<file path="src/rtl/fetch_stage.sv">
// ---------------------------------------------------------------------------
// fetch_stage
//
// Instruction-fetch stage of the pipelined MIPS core. It owns the program
// counter, fetches from instruction memory over a req/ready handshake, and
// loads the IF/ID pipeline register. A one-entry skid buffer holds a word
// that returns while decode is stalled. Branch and jump redirects that arrive
// while a request is outstanding are remembered and applied once that
// request completes.
//
// Ports
//   clk, rst          clock (rising edge), async active-high reset
//   pc_o              current PC, feeds the external PC+4 adder
//   pc_plus4_i        adder result (pc_o + 4), same cycle
//   imem_req/addr     fetch request and address (address is always pc_o)
//   imem_ready/rdata  memory response; rdata valid when ready=1
//   stall_if          hold IF/ID and stop PC advance
//   flush_if          squash IF/ID (valid=0, instr=NOP)
//   branch_taken/target, jump/jump_target   redirect requests (branch wins)
//   ifid_instr/pc_plus4/valid               IF/ID pipeline register
// ---------------------------------------------------------------------------
module fetch_stage #(
  parameter logic [31:0] RESET_PC = 32'h0000_0000
) (
  input  logic        clk,
  input  logic        rst,
  output logic [31:0] pc_o,
  input  logic [31:0] pc_plus4_i,
  output logic        imem_req,
  output logic [31:0] imem_addr,
  input  logic        imem_ready,
  input  logic [31:0] imem_rdata,
  input  logic        stall_if,
  input  logic        flush_if,
  input  logic        branch_taken,
  input  logic [31:0] branch_target,
  input  logic        jump,
  input  logic [31:0] jump_target,
  output logic [31:0] ifid_instr,
  output logic [31:0] ifid_pc_plus4,
  output logic        ifid_valid
);

  typedef enum logic [1:0] {
    BOOT,
    FETCH,
    BUFFERED
  } state_e;

  state_e      state_q, state_d;
  logic [31:0] pc_q, pc_d;
  logic [31:0] ifid_instr_q, ifid_instr_d;
  logic [31:0] ifid_pc_plus4_q, ifid_pc_plus4_d;
  logic        ifid_valid_q, ifid_valid_d;
  logic        redirect_pend_q, redirect_pend_d;
  logic [31:0] pend_target_q, pend_target_d;
  logic [31:0] skid_instr_q, skid_instr_d;
  logic [31:0] skid_pc_plus4_q, skid_pc_plus4_d;

  logic        redirect;
  logic [31:0] raw_target;
  logic [31:0] redirect_target;
  logic        accept;

  // Branch comes from the older instruction, so it beats a same-cycle jump.
  assign redirect        = branch_taken | jump;
  assign raw_target      = branch_taken ? branch_target : jump_target;
  assign redirect_target = {raw_target[31:2], 2'b00};
  assign accept          = (state_q == FETCH) && imem_ready;

  assign pc_o      = pc_q;
  assign imem_addr = pc_q;
  assign imem_req  = (state_q == FETCH);

  assign ifid_instr    = ifid_instr_q;
  assign ifid_pc_plus4 = ifid_pc_plus4_q;
  assign ifid_valid    = ifid_valid_q;

  always_comb begin
    // NOTE: every signal gets a hold-value default up front so no path through
    // the case statement leaves one unassigned, which would infer a latch.
    state_d         = state_q;
    pc_d            = pc_q;
    ifid_instr_d    = ifid_instr_q;
    ifid_pc_plus4_d = ifid_pc_plus4_q;
    ifid_valid_d    = ifid_valid_q;
    redirect_pend_d = redirect_pend_q;
    pend_target_d   = pend_target_q;
    skid_instr_d    = skid_instr_q;
    skid_pc_plus4_d = skid_pc_plus4_q;

    unique case (state_q)
      BOOT: begin
        if (redirect) pc_d = redirect_target;
        if (!stall_if) begin
          ifid_valid_d = 1'b0;
          ifid_instr_d = '0;
        end
        state_d = FETCH;
      end

      FETCH: begin
        if (accept) begin
          if (redirect || redirect_pend_q) begin
            // The returned word belongs to the wrong path; drop it. A
            // redirect seen this cycle is newer than the pending one.
            pc_d            = redirect ? redirect_target : pend_target_q;
            redirect_pend_d = 1'b0;
            if (!stall_if) begin
              ifid_valid_d = 1'b0;
              ifid_instr_d = '0;
            end
          end else if (!stall_if) begin
            ifid_instr_d    = imem_rdata;
            ifid_pc_plus4_d = pc_plus4_i;
            ifid_valid_d    = 1'b1;
            pc_d            = pc_plus4_i;
          end else begin
            skid_instr_d    = imem_rdata;
            skid_pc_plus4_d = pc_plus4_i;
            pc_d            = pc_plus4_i;
            state_d         = BUFFERED;
          end
        end else begin
          // Address must not move while the request is outstanding, so the
          // redirect is parked until the memory answers.
          if (redirect) begin
            redirect_pend_d = 1'b1;
            pend_target_d   = redirect_target;
          end
          if (!stall_if) begin
            ifid_valid_d = 1'b0;
            ifid_instr_d = '0;
          end
        end
      end

      BUFFERED: begin
        if (redirect) begin
          pc_d    = redirect_target;
          state_d = FETCH;
          if (!stall_if) begin
            ifid_valid_d = 1'b0;
            ifid_instr_d = '0;
          end
        end else if (!stall_if) begin
          ifid_instr_d    = skid_instr_q;
          ifid_pc_plus4_d = skid_pc_plus4_q;
          ifid_valid_d    = 1'b1;
          state_d         = FETCH;
        end
      end

      default: state_d = BOOT;
    endcase

    // Flush squashes IF/ID regardless of stall or any load chosen above.
    if (flush_if) begin
      ifid_valid_d = 1'b0;
      ifid_instr_d = '0;
    end
  end

  // NOTE: state registers use non-blocking assignments so every flop samples
  // the pre-edge values of the others, independent of statement order.
  always_ff @(posedge clk or posedge rst) begin
    if (rst) begin
      state_q         <= BOOT;
      pc_q            <= RESET_PC;
      ifid_instr_q    <= '0;
      ifid_pc_plus4_q <= '0;
      ifid_valid_q    <= 1'b0;
      redirect_pend_q <= 1'b0;
      pend_target_q   <= '0;
      skid_instr_q    <= '0;
      skid_pc_plus4_q <= '0;
    end else begin
      state_q         <= state_d;
      pc_q            <= pc_d;
      ifid_instr_q    <= ifid_instr_d;
      ifid_pc_plus4_q <= ifid_pc_plus4_d;
      ifid_valid_q    <= ifid_valid_d;
      redirect_pend_q <= redirect_pend_d;
      pend_target_q   <= pend_target_d;
      skid_instr_q    <= skid_instr_d;
      skid_pc_plus4_q <= skid_pc_plus4_d;
    end
  end

endmodule

</file>
<file path="config.mk">
export PLATFORM = sky130hd
export DESIGN_NAME = fetch_stage
export DESIGN_NICKNAME = d
export VERILOG_FILES = /design/src/rtl/fetch_stage.sv
export SDC_FILE = /design/constraint.sdc
export NUM_CORES = 1
export LEC_CHECK = 0
export ABC_AREA = 1
export ABC_CLOCK_PERIOD_IN_PS = 12600
export CAP_MARGIN = 20
export CORE_MARGIN = 2
export CORE_UTILIZATION = 25
export DETAILED_ROUTE_END_ITERATION = 10
export PLACE_DENSITY = 0.57
export SETUP_SLACK_MARGIN = 0.4
export SYNTH_ARGS = -nofsm -noshare
export SYNTH_HDL_FRONTEND = slang
export SYNTH_SLANG_ARGS = --single-unit
</file>
<file path="constraint.sdc">
create_clock -name clk -period 12.6 [get_ports clk]
set_input_delay 2.52 -clock clk [delete_from_list [all_inputs] [get_ports clk]]
set_output_delay 2.52 -clock clk [all_outputs]
set_load 0.1 [all_outputs]
</file>
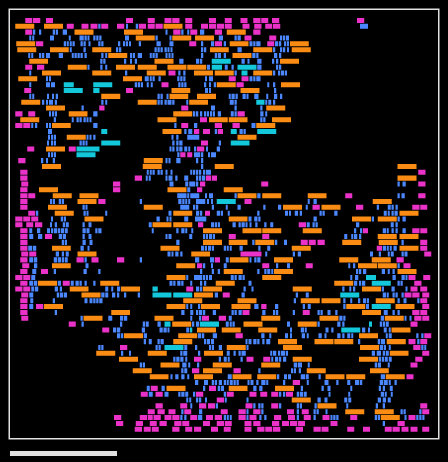
run_1/cell_classes.png
Scale bar: 50 um.
blue -> all other logic  # cells 940, share of their area 33%
magenta -> other buffers and delay cells  # cells 278, share of their area 22%
cyan -> clock drivers and dummy loads  # cells 30, share of their area 4.6%
orange -> flip-flops  # cells 196, share of their area 40%
core occupancy in the finished layout: 0.345
# rows: 71

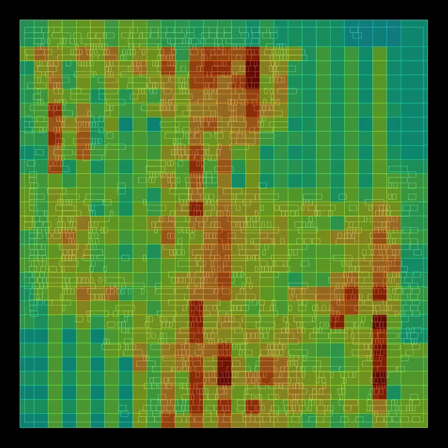
run_1/final_congestion.png
average detailed-routed wire length per instance: 16.3 um
met1 Usage GRT: 0.220
met3 track demand over resource: 0.0388
met2 Use GR: 0.268
overall routing resource usage: 0.165

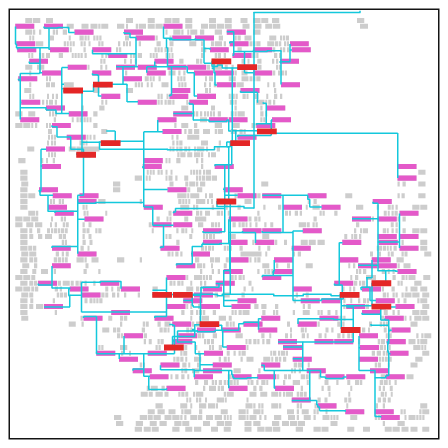
run_1/clock_map.png
red -> cells driving clock nets  # count 17
cyan -> clock wires  # length 2900 um
magenta -> flip-flops  # count 196
routed clock nets = 18
flops lie = all over the die
fraction of power consumed by the clock network: 0.147
worst setup skew after layout: 10.3 ps
clk latency late pin: 450 ps
Power Clock: 0.000548 W

==> metrics.json, run 1 <==
{
  "post_synth_and_or_nand_nor_area_fraction": 0.259,
  "chip_area_um2": 39700,
  "area.growth.synth_to_final_pct": 36.0,
  "holdCritStartpoint": "skid_instr_q[18]$_DFFE_PP0P_",
  "ioPinCount": 265,
  "timing.critical_path.from": "branch_taken",
  "synthesis.area_per_instance_um2": 7.68,
  "yosys_register_bits": 196,
  "top_cell": "sky130_fd_sc_hd__nand2_1",
  "detail_route.vias_per_cell": 4.47,
  "cts_resized": 0,
  "maximum_number_of_pins_on_one_net_before_global_route_repair": 119,
  "layout_top_cells_excl_fill_tap": "sky130_fd_sc_hd__nand2_1, sky130_fd_sc_hd__clkdlybuf4s50_1, sky130_fd_sc_hd__dfrtp_1, sky130_fd_sc_hd__o21ai_0, sky130_fd_sc_hd__inv_1",
  "power-per-cell-area_nw_per_um2": 288,
  "min_period_ps": 5200,
  "gp_congestion": 0.802,
  "layout.area.seq_um2": 4900,
  "numCtsBuffers": 17,
  "run_status": "finished, final reports clean",
  "openroad.warnings": 36,
  "max_slew.worst_pin.slew_ps": 1130,
  "adder_share": 0.00656,
  "peakVddDrop_mv": 0.209,
  "antenna_cells_inserted": 0,
  "worst-endpoint-required_ps": 12880,
  "critical-path-slowest-cell": "sky130_fd_sc_hd__buf_4",
  "synth_top_flop_cell": "sky130_fd_sc_hd__dfrtp_1",
  "yosysTopAreaCell": "sky130_fd_sc_hd__dfrtp_1",
  "path_clk_slew_ps": 70,
  "synth.comb.largest_family": "simple AND/OR/NAND/NOR gates",
  "worstReg2RegStart": "redirect_pend_q$_DFFE_PP0P_",
  "met2RoutedLength_um": 15100,
  "grt_pass1_wl_um": 50000,
  "detail_route.wirelength_um": 32000,
  "port_buffers": 260,
  "place_hpwl_um": 22000,
  "drt.antenna.violating_nets": 0,
  "rrSetupSlack_ps": 9420,
  "max_cap_violations": 0,
  "cts.htree.levels": 4,
  "crit_path_max_fanout": 72,
  "timing_limited_maximum_frequency_mhz": 192,
  "post_cts_hold_buffer_count": 0,
  "synth-compound-area-share": 0.135,
  "core_area_um2": 37700,
  "ys_sh_xor": 0,
  "hold_class": "reg2reg",
  "drive_above_1_share": 0.0540,
  "cpMostUsedCell": "sky130_fd_sc_hd__buf_4",
  "die_w_um": 199,
  "slew-limit-headroom": 0.243,
  "drt-initial-drc-count": 516,
  "critical-path-top-delay-family": "buffers and inverters",
  "cts.sinks": 196,
  "synth.yosys.chip_area_um2": 9540,
  "netlist_top_cells_count": "sky130_fd_sc_hd__nand2_1, sky130_fd_sc_hd__dfrtp_1, sky130_fd_sc_hd__o21ai_0, sky130_fd_sc_hd__inv_1, sky130_fd_sc_hd__nor2_1",
  "detail_route.drc_violations": 0,
  "postSynth.asyncResetShare": 1.00,
  "netlist_instances": 1242,
  "synth-edff-count": 0
}
-- run 1: through the flow --
step | power [W] | std cells | worst slack [ps]
3_5_place_dp | 0.00322 | 1924 | 6920
2_1_floorplan | 0.00268 | 1242 | 4740
5_1_grt | 0.00394 | 1955 | 7120
3_3_place_gp | 0.00320 | 1924 | 6930
4_1_cts | 0.00378 | 1954 | 7390
6_report | 0.00374 | 1955 | 7400
-- run 1: where the power goes --
group	switching (W)	leakage [nW]	internal [W]
clock	0.000258	0.278	0.000290
sequential	0.000130	2.52	0.000842
combinational	0.00174	3.24	0.000479
-- run 1: layout make-up --
class	count	share of cell area
flip-flops and latches	196	0.378
multi-input cells	868	0.295
repair buffers	278	0.212
well taps	511	0.0493
clock buffers	21	0.0362
inverters	72	0.0214
clock inverters	9	0.00752
run_1/pdn.png
Pins as bars on the die edge. Tap cells in grey.
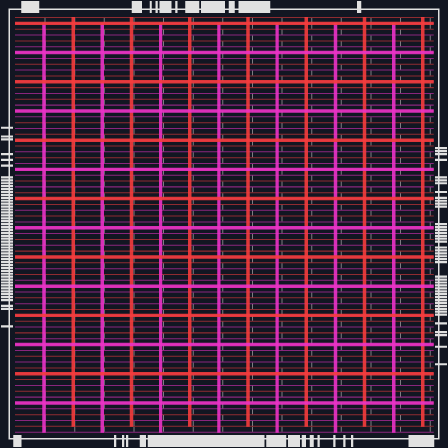

==> run 1 -> run 2 <==
--- a/config.mk
+++ b/config.mk
@@ -6,12 +6,12 @@
 export NUM_CORES = 1
 export LEC_CHECK = 0
 export ABC_AREA = 1
-export ABC_CLOCK_PERIOD_IN_PS = 12600
+export ABC_CLOCK_PERIOD_IN_PS = 4500
 export CAP_MARGIN = 20
 export CORE_MARGIN = 2
 export CORE_UTILIZATION = 25
 export DETAILED_ROUTE_END_ITERATION = 10
-export PLACE_DENSITY = 0.57
+export PLACE_DENSITY = 0.59
 export SETUP_SLACK_MARGIN = 0.4
 export SYNTH_ARGS = -nofsm -noshare
 export SYNTH_HDL_FRONTEND = slang
==> constraint.sdc (replaced) <==
create_clock -name clk -period 4.5 [get_ports clk]
set_input_delay 0.9 -clock clk [delete_from_list [all_inputs] [get_ports clk]]
set_output_delay 0.9 -clock clk [all_outputs]
set_load 0.1 [all_outputs]
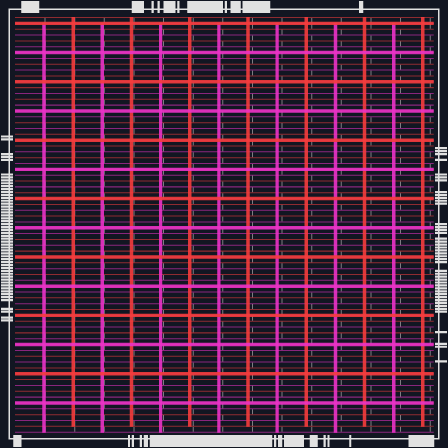
run_2/pdn.png
Pins as bars on the die edge. Tap cells in grey.
magenta -> VSS
red -> VDD
met1 rails = 72
signal pins = 265
met4 straps = 14
met5 straps = 14
rows = 71
Max IR drop VDD: 0.775 mV
CORE AREA: 37700 um^2
Vert. Die Dim: 199 um
DIE WIDTH: 199 um

==> metrics.json, run 2 <==
{
  "run_status": "finished, final reports clean",
  "layout.core_utilization": 0.347,
  "filler_cell_count": 3989,
  "placedInstanceArea_um2": 12400,
  "worstReg2RegStart": "redirect_pend_q$_DFFE_PP0P_",
  "critical_path.cell_chain": "inv_1, ha_1, clkdlybuf4s50_1",
  "worst-endpoint-required_ps": 3600,
  "wl_met1_um": 14400,
  "routed.top_layer": "met5",
  "count_of_final_setup_violators": 0,
  "use_met1": 0.214,
  "powerComb_w": 0.00622,
  "critical-path-slowest-cell": "sky130_fd_sc_hd__clkdlybuf4s50_1",
  "yosys_cell_count": 1242,
  "row_count": 71,
  "final_nets": 1575,
  "met3_wirelength_um": 1650,
  "final_cell_count_no_fill": 1961,
  "synth.yosys.chip_area_um2": 9540,
  "worstHoldPathCells": 2,
  "timing_limited_maximum_frequency_mhz": 297,
  "fin_setup_tns_ps": 0,
  "routed-via-count": 8845,
  "grt.busiest_layer": "met2",
  "cts.sinks": 196,
  "chip_area_um2": 39700,
  "insertion_delay_ps": 450,
  "slew-limit-headroom": 0.227,
  "swShare": 0.561,
  "rrSetupSlack_ps": 1440,
  "synth_top_flop_cell": "sky130_fd_sc_hd__dfrtp_1",
  "place_hpwl_um": 22500,
  "maximum_number_of_pins_on_one_net_before_global_route_repair": 66,
  "globalRouteMet2Util": 0.264,
  "powerSeq_w": 0.00273,
  "drt-wirelength-per-cell_um": 16.1,
  "holdCritStartpoint": "skid_instr_q[22]$_DFFE_PP0P_",
  "layout_setup_ws_ps": 1130,
  "seq_pwr_share": 0.257,
  "crit_path_max_fanout": 5,
  "openroad.warnings": 34,
  "synthesis.area_um2": 9540,
  "detail_route.drc_violations": 0,
  "synth.top_cell.area_share": 0.514,
  "grt.overflow.total": 0,
  "detail_route.wirelength_um": 31600,
  "drive_above_1_share": 0.0566,
  "power.internal_w": 0.00466,
  "power.static_leakage_nw": 6.07,
  "power.switching_w": 0.00596,
  "synth-edff-count": 0,
  "worstSetupEndpoint": "imem_req",
  "hold_class": "reg2reg",
  "antenna_violations_before_repair": 2,
  "top_cell": "sky130_fd_sc_hd__nand2_1",
  "placement.setup.worst_slack_ps": 820,
  "timing.hold.worst_endpoint": "skid_instr_q[22]$_DFFE_PP0P_",
  "netlist_top_cells_count": "sky130_fd_sc_hd__nand2_1, sky130_fd_sc_hd__dfrtp_1, sky130_fd_sc_hd__o21ai_0, sky130_fd_sc_hd__inv_1, sky130_fd_sc_hd__nor2_1",
  "synthesis.area_per_instance_um2": 7.68,
  "netlist_instances": 1242,
  "drt.antenna.violating_nets": 0,
  "maxSlewViolCount": 0,
  "area.growth.synth_to_final_pct": 36.9,
  "worstPathArrival_ps": 2470,
  "whs_ps": 473,
  "cts_tree": "yes",
  "max_slew.worst_pin.slew_ps": 1160,
  "synth.top_cells.by_area": "sky130_fd_sc_hd__dfrtp_1, sky130_fd_sc_hd__nand2_1, sky130_fd_sc_hd__o21ai_0",
  "power-per-cell-area_nw_per_um2": 814,
  "detail_route.vias_per_cell": 4.51,
  "yosysTopAreaCell": "sky130_fd_sc_hd__dfrtp_1",
  "p_comb_frac": 0.585,
  "track_usage": 0.162,
  "port_buffers": 260,
  "path_clk_slew_ps": 70,
  "layout.area.seq_um2": 4900,
  "fin_total_pwr_w": 0.0106,
  "finish.instance_area_um2": 13100,
  "kind_of_capture_point_of_the_worst_setup_path": "output pin",
  "layout_top_cell": "sky130_fd_sc_hd__nand2_1",
  "logic_area_um2": 3840,
  "via_count_of_the_first_global_routing_pass": 8572,
  "layout_top_cells_excl_fill_tap": "sky130_fd_sc_hd__nand2_1, sky130_fd_sc_hd__clkdlybuf4s50_1, sky130_fd_sc_hd__dfrtp_1, sky130_fd_sc_hd__o21ai_0, sky130_fd_sc_hd__inv_1",
  "rsz0062_at_grt": "no",
  "post-route-period-util": 0.749,
  "cts_resized": 0,
  "clock_tree.buffer_depth": 2,
  "max_cap_violations": 0,
  "syn_nets": 1382,
  "timing.final.hold_violations": 0,
  "grt_pass1_wl_um": 49300,
  "min_period_ps": 3370,
  "post_cts_hold_buffer_count": 0,
  "worstReg2RegEnd": "ifid_pc_plus4[8]$_DFFE_PP0P_",
  "ioPinCount": 265,
  "yosysWarningCount": 0,
  "drt-initial-drc-count": 481,
  "yosys_register_bits": 196,
  "met2RoutedLength_um": 14800,
  "critPathKind": "reg2out",
  "post_synth_num_cell_types": 27,
  "largestPowerGroup": "combinational logic",
  "ff2ff_path_depth": 8,
  "postSynth.asyncResetShare": 1.00,
  "place_inst": 1927,
  "ys_seq_frac": 0.514,
  "clock_tree.root_cell": "sky130_fd_sc_hd__clkbuf_16",
  "core_util_floorplan": 0.253,
  "numCtsBuffers": 17,
  "gp_congestion": 0.791,
  "cts.htree.levels": 4,
  "grt.met3_usage": 0.0348,
  "cp_slowest_stage_delay_ps": 1200,
  "drt_pre_antenna_iters": 5,
  "timing.critical_path.from": "state_q[1]$_DFFE_PP0P_",
  "critical_path.startpoint_type": "register",
  "cts_setup_buffers": 0
}
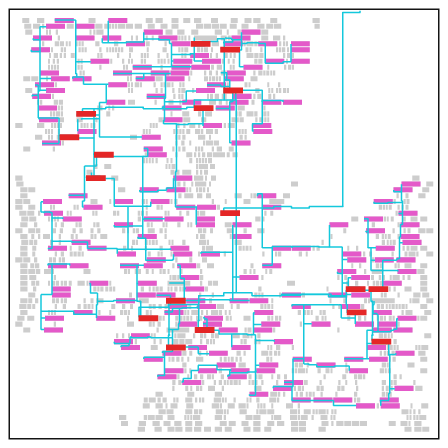
run_2/clock_map.png
cyan -> clock wires  # length 2820 um
magenta -> flip-flops  # count 196
red -> cells driving clock nets  # count 17
routed clock nets = 18
worst setup skew after layout: 11.3 ps
Power Clock: 0.00168 W
fraction of power consumed by the clock network: 0.158

run 2: cell counts after synthesis:
No cell type changed its count.
run 2: cell families (layout without fill, tap and decap cells):
logic type,after synthesis,in the layout,share of synthesized area
buf+inv,178,384,0.0854
other cells,0,2,0
simple gates,613,613,0.259
fa+ha+maj,5,5,0.00656
compound gates,250,250,0.135
flops,196,196,0.514
run 2: worst max-delay path, delay by kind of cell (launching register included):
family,cells,cell delay (ps)
DFF,1,430
adders and majority gates,1,250
buffers and inverters,2,1330
run 2: area by class of cell:
type / count / share of cell area
sequential: 196 / 0.376
antenna: 2 / 0.000383
clock inverter: 12 / 0.0135
clock buffer: 20 / 0.0350
tap: 511 / 0.0490
inverter: 72 / 0.0211
timing repair buffer: 280 / 0.212
multi-input combinational: 868 / 0.294
Power is estimated from default activity; no workload was simulated.
